## config.mk

```make
export PLATFORM = sky130hd
export DESIGN_NAME = mem_arbiter
export DESIGN_NICKNAME = d
export VERILOG_FILES = /design/src/rtl/mem_arbiter_pkg.sv /design/src/rtl/mem_arbiter_rr_arb2.sv /design/src/rtl/mem_arbiter.sv
export SDC_FILE = /design/constraint.sdc
export NUM_CORES = 1
export LEC_CHECK = 0
export CORE_MARGIN = 5
export CORE_UTILIZATION = 41
export CTS_BUF_LIST = sky130_fd_sc_hd__clkbuf_16
export CTS_CLUSTER_SIZE = 40
export DETAILED_ROUTE_END_ITERATION = 7
export PLACE_DENSITY_LB_ADDON = 0.05
export SYNTH_ARGS = -nofsm -noshare
export SYNTH_HDL_FRONTEND = slang
export SYNTH_SLANG_ARGS = --single-unit
```

## constraint.sdc

```tcl
create_clock -name clk -period 2.15 [get_ports clk]
set_input_delay 0.43 -clock clk [delete_from_list [all_inputs] [get_ports clk]]
set_output_delay 0.43 -clock clk [all_outputs]
set_load 0.02 [all_outputs]
```

## src/rtl/mem_arbiter_pkg.sv

```systemverilog
`default_nettype none
// +--------------------------------------------------------------------+
// | mem_arbiter_pkg                                                    |
// | Shared constants, FSM encoding and helpers for the two-port        |
// | memory arbiter.                                                    |
// | Rev 1.0                                                            |
// +--------------------------------------------------------------------+
package mem_arbiter_pkg;

  // Port indices: instruction fetch on port 0, load/store unit on port 1.
  localparam int PORT_IF   = 0;
  localparam int PORT_LSU  = 1;
  localparam int NUM_PORTS = 2;

  // Default widths, matching the shared main memory.
  localparam int DEF_ADDR_WIDTH = 20;
  localparam int DEF_DATA_WIDTH = 32;

  // Sequencer states. IDLE accepts a request, ISSUE holds the memory
  // command for exactly one cycle, WAIT sits until the memory completes.
  typedef enum logic [1:0] {
    ST_IDLE  = 2'd0,
    ST_ISSUE = 2'd1,
    ST_WAIT  = 2'd2
  } arb_state_e;

  // One-hot port vector from a port index.
  function automatic logic [NUM_PORTS-1:0] port_onehot(input logic idx);
    port_onehot = idx ? 2'b10 : 2'b01;
  endfunction

endpackage
`default_nettype wire

```

## src/rtl/mem_arbiter_rr_arb2.sv

```systemverilog
`default_nettype none
// +--------------------------------------------------------------------+
// | mem_arbiter_rr_arb2                                                |
// | rr_arb2: combinational two-way round-robin pick. A lone requester  |
// | wins; on contention the port that did not win last time wins.     |
// | Rev 1.0                                                            |
// +--------------------------------------------------------------------+
module mem_arbiter_rr_arb2
  import mem_arbiter_pkg::*;
(
  input  logic [1:0] req,
  input  logic       last_grant,
  output logic [1:0] winner
);

  // One-hot winner; zero when nobody requests.
  always_comb begin
    winner = 2'b00;
    case (req)
      2'b01:   winner = 2'b01;
      2'b10:   winner = 2'b10;
      2'b11:   winner = port_onehot(~last_grant);
      default: winner = 2'b00;
    endcase
  end

endmodule
`default_nettype wire

```

## src/rtl/mem_arbiter.sv

```systemverilog
`default_nettype none
// +--------------------------------------------------------------------+
// | mem_arbiter                                                        |
// | Two-port round-robin arbiter and sequencer in front of a shared    |
// | single-port latency-based memory. One transaction in flight; the   |
// | winner's request is latched, issued for one cycle, and the         |
// | completion is routed back to the owning port.                      |
// | Rev 1.0                                                            |
// +--------------------------------------------------------------------+
module mem_arbiter
  import mem_arbiter_pkg::*;
#(
  parameter int ADDR_WIDTH = DEF_ADDR_WIDTH,
  parameter int DATA_WIDTH = DEF_DATA_WIDTH
) (
  input  logic                  clk,
  input  logic                  rst_n,
  input  logic [1:0]            req,
  input  logic [1:0]            we,
  input  logic [ADDR_WIDTH-1:0] addr0,
  input  logic [ADDR_WIDTH-1:0] addr1,
  input  logic [DATA_WIDTH-1:0] wdata0,
  input  logic [DATA_WIDTH-1:0] wdata1,
  output logic [1:0]            gnt,
  output logic [1:0]            resp_valid,
  output logic [DATA_WIDTH-1:0] rdata,
  output logic                  mem_en,
  output logic                  mem_re,
  output logic                  mem_wr,
  output logic [ADDR_WIDTH-1:0] mem_addr,
  output logic [DATA_WIDTH-1:0] mem_wdata,
  input  logic [DATA_WIDTH-1:0] mem_rdata,
  input  logic                  mem_done
);

  // Sequencer state and transaction context.
  arb_state_e            state_q, state_d;
  logic                  last_grant_q, last_grant_d;
  logic                  owner_q, owner_d;
  logic                  op_we_q, op_we_d;

  // Registered outputs. mem_addr/mem_wdata double as the latched
  // address/data of the current transaction and hold between issues.
  logic [1:0]            gnt_q, gnt_d;
  logic [1:0]            resp_valid_q, resp_valid_d;
  logic [DATA_WIDTH-1:0] rdata_q, rdata_d;
  logic                  mem_en_q, mem_en_d;
  logic                  mem_re_q, mem_re_d;
  logic                  mem_wr_q, mem_wr_d;
  logic [ADDR_WIDTH-1:0] mem_addr_q, mem_addr_d;
  logic [DATA_WIDTH-1:0] mem_wdata_q, mem_wdata_d;

  // Winner of the current pick and its payload.
  logic [1:0]            win_oh;
  logic                  win_idx;
  logic                  win_we;
  logic [ADDR_WIDTH-1:0] win_addr;
  logic [DATA_WIDTH-1:0] win_wdata;

  mem_arbiter_rr_arb2 u_rr_arb2 (
    .req        (req),
    .last_grant (last_grant_q),
    .winner     (win_oh)
  );

  // Select the winning port's write flag, address and write data.
  always_comb begin
    win_idx   = win_oh[PORT_LSU];
    win_we    = win_idx ? we[PORT_LSU] : we[PORT_IF];
    win_addr  = win_idx ? addr1 : addr0;
    win_wdata = win_idx ? wdata1 : wdata0;
  end

  // Next-state and output logic; pulses default low, context holds.
  always_comb begin
    state_d      = state_q;
    last_grant_d = last_grant_q;
    owner_d      = owner_q;
    op_we_d      = op_we_q;
    gnt_d        = 2'b00;
    resp_valid_d = 2'b00;
    rdata_d      = rdata_q;
    mem_en_d     = 1'b0;
    mem_re_d     = 1'b0;
    mem_wr_d     = 1'b0;
    mem_addr_d   = mem_addr_q;
    mem_wdata_d  = mem_wdata_q;

    case (state_q)
      ST_IDLE: begin
        if (|win_oh) begin
          owner_d      = win_idx;
          op_we_d      = win_we;
          last_grant_d = win_idx;
          mem_addr_d   = win_addr;
          mem_wdata_d  = win_wdata;
          gnt_d        = win_oh;
          mem_en_d     = 1'b1;
          mem_re_d     = ~win_we;
          mem_wr_d     = win_we;
          state_d      = ST_ISSUE;
        end
      end

      // The memory samples the command on this edge; qualifiers drop
      // back to zero through the defaults above.
      ST_ISSUE: begin
        state_d = ST_WAIT;
      end

      // A write completion leaves rdata untouched.
      ST_WAIT: begin
        if (mem_done) begin
          if (!op_we_q) begin
            rdata_d = mem_rdata;
          end
          resp_valid_d = port_onehot(owner_q);
          state_d      = ST_IDLE;
        end
      end

      default: begin
        state_d = ST_IDLE;
      end
    endcase
  end

  // State and output registers; async reset drops any in-flight work.
  always_ff @(posedge clk or negedge rst_n) begin
    if (!rst_n) begin
      state_q      <= ST_IDLE;
      last_grant_q <= 1'b1;
      owner_q      <= 1'b0;
      op_we_q      <= 1'b0;
      gnt_q        <= 2'b00;
      resp_valid_q <= 2'b00;
      rdata_q      <= '0;
      mem_en_q     <= 1'b0;
      mem_re_q     <= 1'b0;
      mem_wr_q     <= 1'b0;
      mem_addr_q   <= '0;
      mem_wdata_q  <= '0;
    end else begin
      state_q      <= state_d;
      last_grant_q <= last_grant_d;
      owner_q      <= owner_d;
      op_we_q      <= op_we_d;
      gnt_q        <= gnt_d;
      resp_valid_q <= resp_valid_d;
      rdata_q      <= rdata_d;
      mem_en_q     <= mem_en_d;
      mem_re_q     <= mem_re_d;
      mem_wr_q     <= mem_wr_d;
      mem_addr_q   <= mem_addr_d;
      mem_wdata_q  <= mem_wdata_d;
    end
  end

  assign gnt        = gnt_q;
  assign resp_valid = resp_valid_q;
  assign rdata      = rdata_q;
  assign mem_en     = mem_en_q;
  assign mem_re     = mem_re_q;
  assign mem_wr     = mem_wr_q;
  assign mem_addr   = mem_addr_q;
  assign mem_wdata  = mem_wdata_q;

endmodule
`default_nettype wire

```

Signal wires on met3:
Scale: 2 px per um. Cells faint in the background.
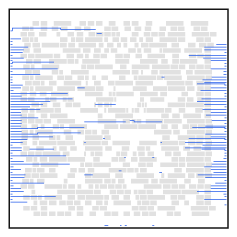
wire length on this layer	1130 um
share of all routed wire	9.6%
nets with wire on the layer	128
main direction	horizontal
longest straight run	30.6 um

Clock nets:
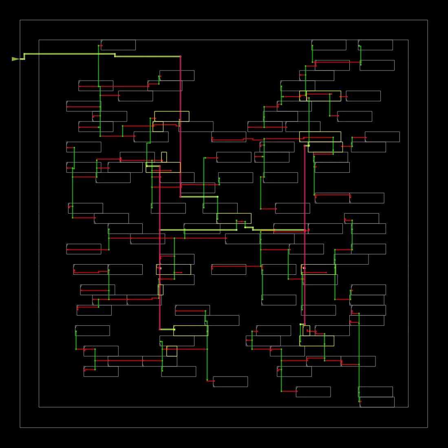
number of sinks on the clock net: 96
Layout Skew: 0.004792 ns

Power grid:
Scale: 3 px per um. Pins as bars on the die edge. Tap cells in grey.
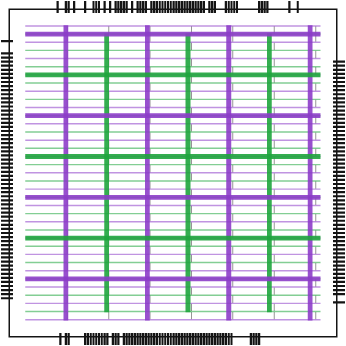
net	colour
VDD	green
VSS	purple
signal pins	234
met4 straps	7
rows	36

Signal wires by layer:
Scale: 3 px per um.
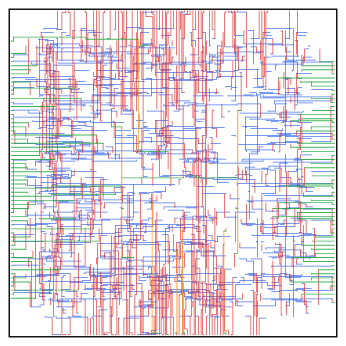
layer	colour	wire length
metal 2	red	5770 um
metal 4	orange	267 um
metal 1	blue	4620 um
metal 3	green	1130 um

==> notes.md <==
The flow completed. In the final layout, flip-flops and latches occupy 2404 um2. Arrival time at the worst endpoint landed at 1.33 ns. Adding up every negative setup slack in the final design gives 0 ns. Clock latency reported for the late side of the worst-skew pair landed at 0.33 ns. Grouping non-sequential cells by family puts the most area in AND-OR/OR-AND gates. The transition time recorded at the tightest slew-check pin is 0.4635 ns. TritonCTS built the clock tree. Headroom to the max-slew limit landed at 69.10%.

dfrtp_1 takes more of the synthesized area than any other cell. Total chip power landed at 9.630 mW. Count of distinct cell types in the synthesized netlist landed at 28. Global routing consumed, over all layers together, 19.83% of the routing resources. The flow ran to the end, and the final reports show no timing, DRC or antenna violations. The tool warning count for the run is 26. Final tally of hold violations landed at 0. Total leakage power landed at 2.670 nW.

Before antenna repair, the detailed router went through 4 iterations. In this run the cell area of the synthesized design comes to 3991 um2. Cell count after synthesis landed at 282. The cell sequence reported for the critical path is clkdlybuf4s50_1. Number of pins exceeding their max-slew limit in the final report landed at 0.
## cells in the final DEF (no fill, tap or decap), types with 3 or more instances in the layout
cell type,netlist,final
mux2_1,11,11
buf_4,7,7
or3_2,4,4
dfrtp_1,95,95
clkbuf_16,0,9
inv_1,3,3
or3_1,48,48
mux2_2,22,22
o221a_2,50,50
buf_12,0,5
nor2_1,6,6
clkdlybuf4s50_1,0,232
## cells in the mapped netlist
cell	n
mux2_2	22
o22ai_1	1
or2_1	2
buf_2	4
nand3_1	1
nand2b_1	1
and2_1	1
inv_2	1
nand3b_1	1
o221a_1	2
mux2_1	11
clkbuf_1	7
or3_1	48
mux2i_1	1
buf_4	7
or3_2	4
nor2_2	1
a21o_1	1
dfrtp_1	95
dfstp_2	1
buf_6	6
o221a_2	50
clkbuf_2	1
inv_1	3
a21bo_2	1
nand2_1	1
nor2_1	6
a21oi_1	2
## per-layer routing
layer	wire length [um]	vias up	track usage, %
li1	-	1544	-
met1	4623	1579	23.64
met2	5767	141	32.66
met3	1126	18	7.164
met4	267	0	8.025
met5	0	-	0
## stage by stage
stage | std cells | area [um2] | utilization, %
global route | 650 | 6754 | 70.07
global placement | 634 | 6466 | 67.08
CTS | 650 | 6754 | 70.07
floorplan | 282 | 3991 | -
detailed placement | 634 | 6466 | 67.08
finish | 650 | 6754 | 70.07
## flip-flops by register name, summed over array words and instances, names as in the netlist
signal	count
mem_wdata	32
rdata	32
mem_addr	20
gnt	2
resp_valid	2
state_q	2
last_grant_q	1
mem_en	1
mem_re	1
mem_wr	1
op_we_q	1
owner_q	1
## layout make-up
type,instances,area share [%]
clock inverters,7,0.9263
multi-input cells,157,20.82
well taps,133,2.464
repair buffers,244,36.64
clock buffers,9,3.335
flip-flops and latches,96,35.59
inverters,4,0.2223
Power figures rest on the tool's default switching activity, not on a simulated workload.
